### The metal 3 layer

Scale: 1.5 px per um.
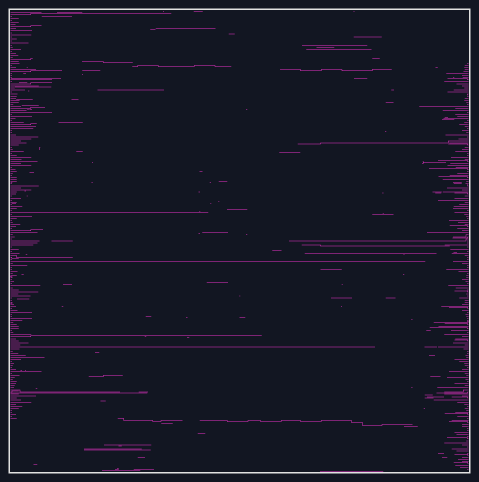
### Sizing map

Scale: 1.5 px per um.
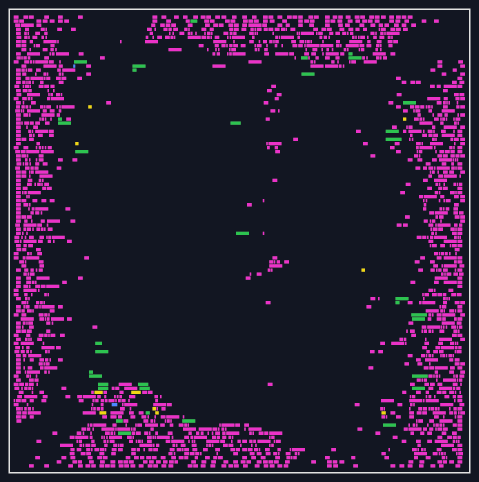
### Routed metal per tile

Scale: 1 px per um. The die is cut into 31 by 31 equal tiles; black is low, pale yellow is high, scaled to the fullest tile. Values are wire area over tile area, all layers added.
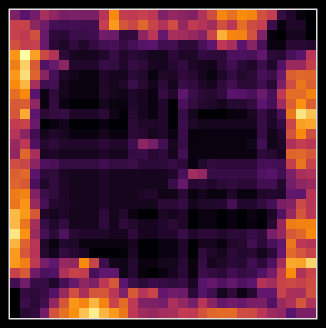
<file path="src/rtl/aes_round_ctrl_pkg.sv">
// Shared AES types and round-count constants for the round controller and its environment.
package aes_pkg;

  localparam int unsigned AES128_NR = 10;
  localparam int unsigned AES192_NR = 12;
  localparam int unsigned AES256_NR = 14;

  // Byte 15 occupies bits [127:120] and is the first byte of the block.
  typedef logic [15:0][7:0] aes_state_t;

  typedef enum logic [1:0] {
    StIdle,
    StKey,
    StOut
  } aes_fsm_e;

endpackage

</file>
<file path="src/rtl/aes_round_ctrl_if.sv">
// Block/key/datapath bundle between the round controller (slave) and its environment (master).
interface aes_round_ctrl_if;
  import aes_pkg::*;

  logic       in_valid;
  logic       in_ready;
  aes_state_t in_block;
  logic       abort;
  logic       busy;
  logic       rk_req;
  logic [3:0] rk_idx;
  logic       rk_ack;
  aes_state_t rk_data;
  aes_state_t dp_state;
  aes_state_t dp_key;
  logic       dp_final;
  aes_state_t dp_result;
  logic       out_valid;
  logic       out_ready;
  aes_state_t out_block;

  modport master (
    output in_valid, in_block, abort, rk_ack, rk_data, dp_result, out_ready,
    input  in_ready, busy, rk_req, rk_idx, dp_state, dp_key, dp_final, out_valid, out_block
  );

  modport slave (
    input  in_valid, in_block, abort, rk_ack, rk_data, dp_result, out_ready,
    output in_ready, busy, rk_req, rk_idx, dp_state, dp_key, dp_final, out_valid, out_block
  );

endinterface

</file>
<file path="src/rtl/aes_round_ctrl.sv">
// AES encryption round sequencer: fetches NR+1 round keys, steps an external round datapath
// and holds the state register; the datapath itself lives outside this block.
module aes_round_ctrl
  import aes_pkg::*;
#(
  parameter int unsigned NR = AES128_NR
) (
  input logic           clk,
  input logic           rst_n,
  aes_round_ctrl_if.slave bus
);

  localparam logic [3:0] LastRnd = 4'(NR);

  aes_fsm_e   r_fsm, w_fsm_nxt;
  logic [3:0] r_rnd, w_rnd_nxt;
  aes_state_t r_state, w_state_nxt;
  logic       w_last;

  assign w_last = (r_rnd == LastRnd);

  always_ff @(posedge clk or negedge rst_n) begin
    if (!rst_n) begin
      r_fsm   <= StIdle;
      r_rnd   <= '0;
      r_state <= '0;
    end else begin
      r_fsm   <= w_fsm_nxt;
      r_rnd   <= w_rnd_nxt;
      r_state <= w_state_nxt;
    end
  end

  always_comb begin
    w_fsm_nxt   = r_fsm;
    w_rnd_nxt   = r_rnd;
    w_state_nxt = r_state;
    unique case (r_fsm)
      StIdle: begin
        if (bus.in_valid) begin
          w_fsm_nxt   = StKey;
          w_rnd_nxt   = '0;
          w_state_nxt = bus.in_block;
        end
      end
      StKey: begin
        // Abort wins over a key ack arriving in the same cycle.
        if (bus.abort) begin
          w_fsm_nxt = StIdle;
          w_rnd_nxt = '0;
        end else if (bus.rk_ack) begin
          // Round 0 is the plain whitening XOR; the datapath is bypassed.
          w_state_nxt = (r_rnd == '0) ? (r_state ^ bus.rk_data) : bus.dp_result;
          if (w_last) begin
            w_fsm_nxt = StOut;
            w_rnd_nxt = '0;
          end else begin
            w_rnd_nxt = r_rnd + 4'd1;
          end
        end
      end
      StOut: begin
        if (bus.abort || bus.out_ready) begin
          w_fsm_nxt = StIdle;
        end
      end
      default: begin
        w_fsm_nxt = StIdle;
        w_rnd_nxt = '0;
      end
    endcase
  end

  assign bus.in_ready  = (r_fsm == StIdle);
  assign bus.busy      = (r_fsm != StIdle);
  assign bus.rk_req    = (r_fsm == StKey);
  assign bus.rk_idx    = r_rnd;
  assign bus.dp_final  = (r_fsm == StKey) && w_last;
  assign bus.dp_state  = r_state;
  assign bus.dp_key    = bus.rk_data;
  assign bus.out_valid = (r_fsm == StOut);
  assign bus.out_block = r_state;

endmodule

</file>
<file path="src/flat_wrapper.sv">
// flat-port wrapper written by rule: the top's interface ports become plain ports
module aes_round_ctrl_flat import aes_pkg::*;
#(
  parameter int unsigned NR = AES128_NR
)
  (clk, rst_n, bus_in_valid, bus_in_block, bus_abort, bus_rk_ack, bus_rk_data, bus_dp_result, bus_out_ready, bus_in_ready, bus_busy, bus_rk_req, bus_rk_idx, bus_dp_state, bus_dp_key, bus_dp_final, bus_out_valid, bus_out_block);
  aes_round_ctrl_if bus_i ();
  input logic clk;
  input logic rst_n;
  input wire logic [$bits(bus_i.in_valid)-1:0] bus_in_valid;
  input wire logic [$bits(bus_i.in_block)-1:0] bus_in_block;
  input wire logic [$bits(bus_i.abort)-1:0] bus_abort;
  input wire logic [$bits(bus_i.rk_ack)-1:0] bus_rk_ack;
  input wire logic [$bits(bus_i.rk_data)-1:0] bus_rk_data;
  input wire logic [$bits(bus_i.dp_result)-1:0] bus_dp_result;
  input wire logic [$bits(bus_i.out_ready)-1:0] bus_out_ready;
  output wire logic [$bits(bus_i.in_ready)-1:0] bus_in_ready;
  output wire logic [$bits(bus_i.busy)-1:0] bus_busy;
  output wire logic [$bits(bus_i.rk_req)-1:0] bus_rk_req;
  output wire logic [$bits(bus_i.rk_idx)-1:0] bus_rk_idx;
  output wire logic [$bits(bus_i.dp_state)-1:0] bus_dp_state;
  output wire logic [$bits(bus_i.dp_key)-1:0] bus_dp_key;
  output wire logic [$bits(bus_i.dp_final)-1:0] bus_dp_final;
  output wire logic [$bits(bus_i.out_valid)-1:0] bus_out_valid;
  output wire logic [$bits(bus_i.out_block)-1:0] bus_out_block;
  assign bus_i.in_valid = bus_in_valid;
  assign bus_i.in_block = bus_in_block;
  assign bus_i.abort = bus_abort;
  assign bus_i.rk_ack = bus_rk_ack;
  assign bus_i.rk_data = bus_rk_data;
  assign bus_i.dp_result = bus_dp_result;
  assign bus_i.out_ready = bus_out_ready;
  assign bus_in_ready = bus_i.in_ready;
  assign bus_busy = bus_i.busy;
  assign bus_rk_req = bus_i.rk_req;
  assign bus_rk_idx = bus_i.rk_idx;
  assign bus_dp_state = bus_i.dp_state;
  assign bus_dp_key = bus_i.dp_key;
  assign bus_dp_final = bus_i.dp_final;
  assign bus_out_valid = bus_i.out_valid;
  assign bus_out_block = bus_i.out_block;
  aes_round_ctrl #(.NR(NR)) u_core (.clk(clk), .rst_n(rst_n), .bus(bus_i));
endmodule
</file>
<file path="config.mk">
export PLATFORM = sky130hd
export DESIGN_NAME = aes_round_ctrl_flat
export DESIGN_NICKNAME = d
export VERILOG_FILES = /design/src/rtl/aes_round_ctrl_pkg.sv /design/src/rtl/aes_round_ctrl_if.sv /design/src/rtl/aes_round_ctrl.sv /design/src/flat_wrapper.sv
export SDC_FILE = /design/constraint.sdc
export NUM_CORES = 1
export LEC_CHECK = 0
export CORE_AREA = 2 2 304 306
export CTS_CLUSTER_DIAMETER = 120
export DETAILED_ROUTE_END_ITERATION = 10
export DIE_AREA = 0 0 306 308
export REMOVE_ABC_BUFFERS = 1
export SETUP_SLACK_MARGIN = 0.4
export SLEW_MARGIN = 15
export SYNTH_ARGS = -nofsm -noshare
export SYNTH_HDL_FRONTEND = slang
export SYNTH_SLANG_ARGS = --single-unit
</file>
<file path="constraint.sdc">
create_clock -name clk -period 4.8 [get_ports clk]
set_input_delay 0.72 -clock clk [delete_from_list [all_inputs] [get_ports clk]]
set_output_delay 0.72 -clock clk [all_outputs]
set_load 0.02 [all_outputs]
</file>
==> GITHUB_STEP_SUMMARY <==
## Synthesis and layout report

| Metric | Value |
|---|---|
| CP max FO | 48 |
| Dpl hpwl | 55000 um |
| Slew HR | 39.0% |
| Num rows | 111 |
| WL per Instance | 22.8 um |
| Final tally of setup violations | 0 |
| Insertion Delay late pin | 520 ps |
| Bufs on Longest Clock Path | 2 |
| DRC | 0 |
| Htree depth | 4 |
| Final hold vios | 0 |
| Number of CTS-inserted buffers | 17 |
| Worst-Margin Slew | 915 ps |
| Pwr/cell area | 487 nW/um2 |
| Synth Seq Share | 32.7% |
| Hold slack | 206 ps |
| Place WS | 1700 ps |
| CP Cell Sequence | nand2b_4, inv_6, and2_1, clkdlybuf4s50_1 |
| Post-synthesis average cell area | 8.01 um2 |
| WL met3 | 5480 um |
| CP bufs+invs | 2 |
| Max Cap Viol | 0 |
| Unique cell types | 30 |
| Status | complete, no violations |
| GR Overflow Total | 0 |
| FF-to-FF End | u_core.bus.dp_state[61]$_DFFE_PN0P_ |
| EDFF count, synth | 0 |
| Count of buffers from port buffering | 782 |
Notes on 'The metal 3 layer' above:
The longest straight run is 276 um. The wires run mostly horizontal. The layer carries 5480 um of wire. The layer holds 8.2% of the routed length. 463 nets have wire on it.
met3 usage: 4.65%
via count: 10900

Notes on 'Sizing map' above:
Key: magenta = drive 1 or less [cells 1714, share 97%, most used clkdlybuf4s50_1]; blue = drive 2 [cells 2, share 0.11%]; green = drive 6 and up [cells 35, share 2.0%, most used clkbuf_16]; yellow = drive 3 to 4 [cells 10, share 0.57%, most used buf_4]
Area growth syn-to-layout: 76.0%
fin worst setup slack: 1390 ps
non-clock buffer count: 791
Finished Cell Area: 18000 um2

Notes on 'Routed metal per tile' above:
4.8% of the tiles are nearly empty. The mean over all tiles is 0.12. 18% of the tiles are over half the peak. The emptiest ninth of the die: middle. The fullest tile reaches 0.48.

-- routing by layer --
layer  track usage [%]  vias to the layer above
li1                  -                     5020
met1              18.2                     5232
met3              4.65                       81
met4              4.78                       10
met2              21.2                      583
met5                 0                        -
-- state kept, by name, indices dropped and copies added (netlist names) --
| signal | flops |
|---|---|
| u_core.bus.dp_state | 128 |
| u_core.bus.rk_idx | 4 |
| u_core.r_fsm | 2 |
-- area by class of cell --
cell class / count / area [um2]
repair buffers: 791 / 7960
flip-flops and latches: 134 / 3350
diodes: 4 / 10.0
well taps: 1186 / 1480
inverters: 5 / 23.8
clock inverters: 12 / 163
clock buffers: 20 / 467
fillers: 10100 / 72900
multi-input cells: 799 / 4580
-- cells by family after synthesis --
logic type | Yosys count | synth area share [%]
muxes | 1 | 0.110
AOI/OAI and AO/OA | 268 | 18.0
buffers and inverters | 346 | 22.9
and+or+nand+nor | 399 | 15.0
adders and majority gates | 3 | 0.366
xor gates and xnor gates | 128 | 10.9
DFF | 134 | 32.7
-- layout by cell type, fill, tap and decap left out, types with 2 or more instances in the layout --
master,instances
o21ai_0,3
inv_1,4
clkbuf_8,4
diode_2,4
a31oi_1,128
a22o_1,3
dfrtp_1,134
bufinv_16,3
buf_4,4
clkbuf_16,17
o211ai_1,128
xnor2_1,128
ha_1,3
clkinvlp_4,2
nand2_1,256
buf_12,5
nor2_1,131
inv_6,6
nand2b_1,2
clkdlybuf4s50_1,781
nor2b_1,3
-- power breakdown --
group          switching [mW]  total [mW]  internal (mW)
clock network           0.661        1.53          0.865
logic                    2.68        5.07           2.40
registers               0.665        2.18           1.51
-- per-stage QoR --
step / setup TNS, ps / instances
3_3_place_gp: 0 / 2915
2_1_floorplan: -492340 / 938
3_5_place_dp: 0 / 2915
5_1_grt: 0 / 2948
4_1_cts: 0 / 2947
6_report: 0 / 2951
-- worst max-delay path by stage --
stage	startpoint	end	slack, ps	cells past startpoint
floorplan	u_core.bus.rk_idx[0]$_DFFE_PN0P_	u_core.bus.dp_state[0]$_DFFE_PN0P_	-3830	6
global placement	bus_rk_data[46]	bus_dp_key[46]	1700	2
detailed placement	bus_rk_data[46]	bus_dp_key[46]	1700	2
CTS	u_core.r_fsm[1]$_DFFE_PN0P_	bus_dp_final	1320	4
global route	u_core.r_fsm[1]$_DFFE_PN0P_	bus_dp_final	1250	4
finish	u_core.r_fsm[1]$_DFFE_PN0P_	bus_dp_final	1390	4
Power is estimated from default activity; no workload was simulated.
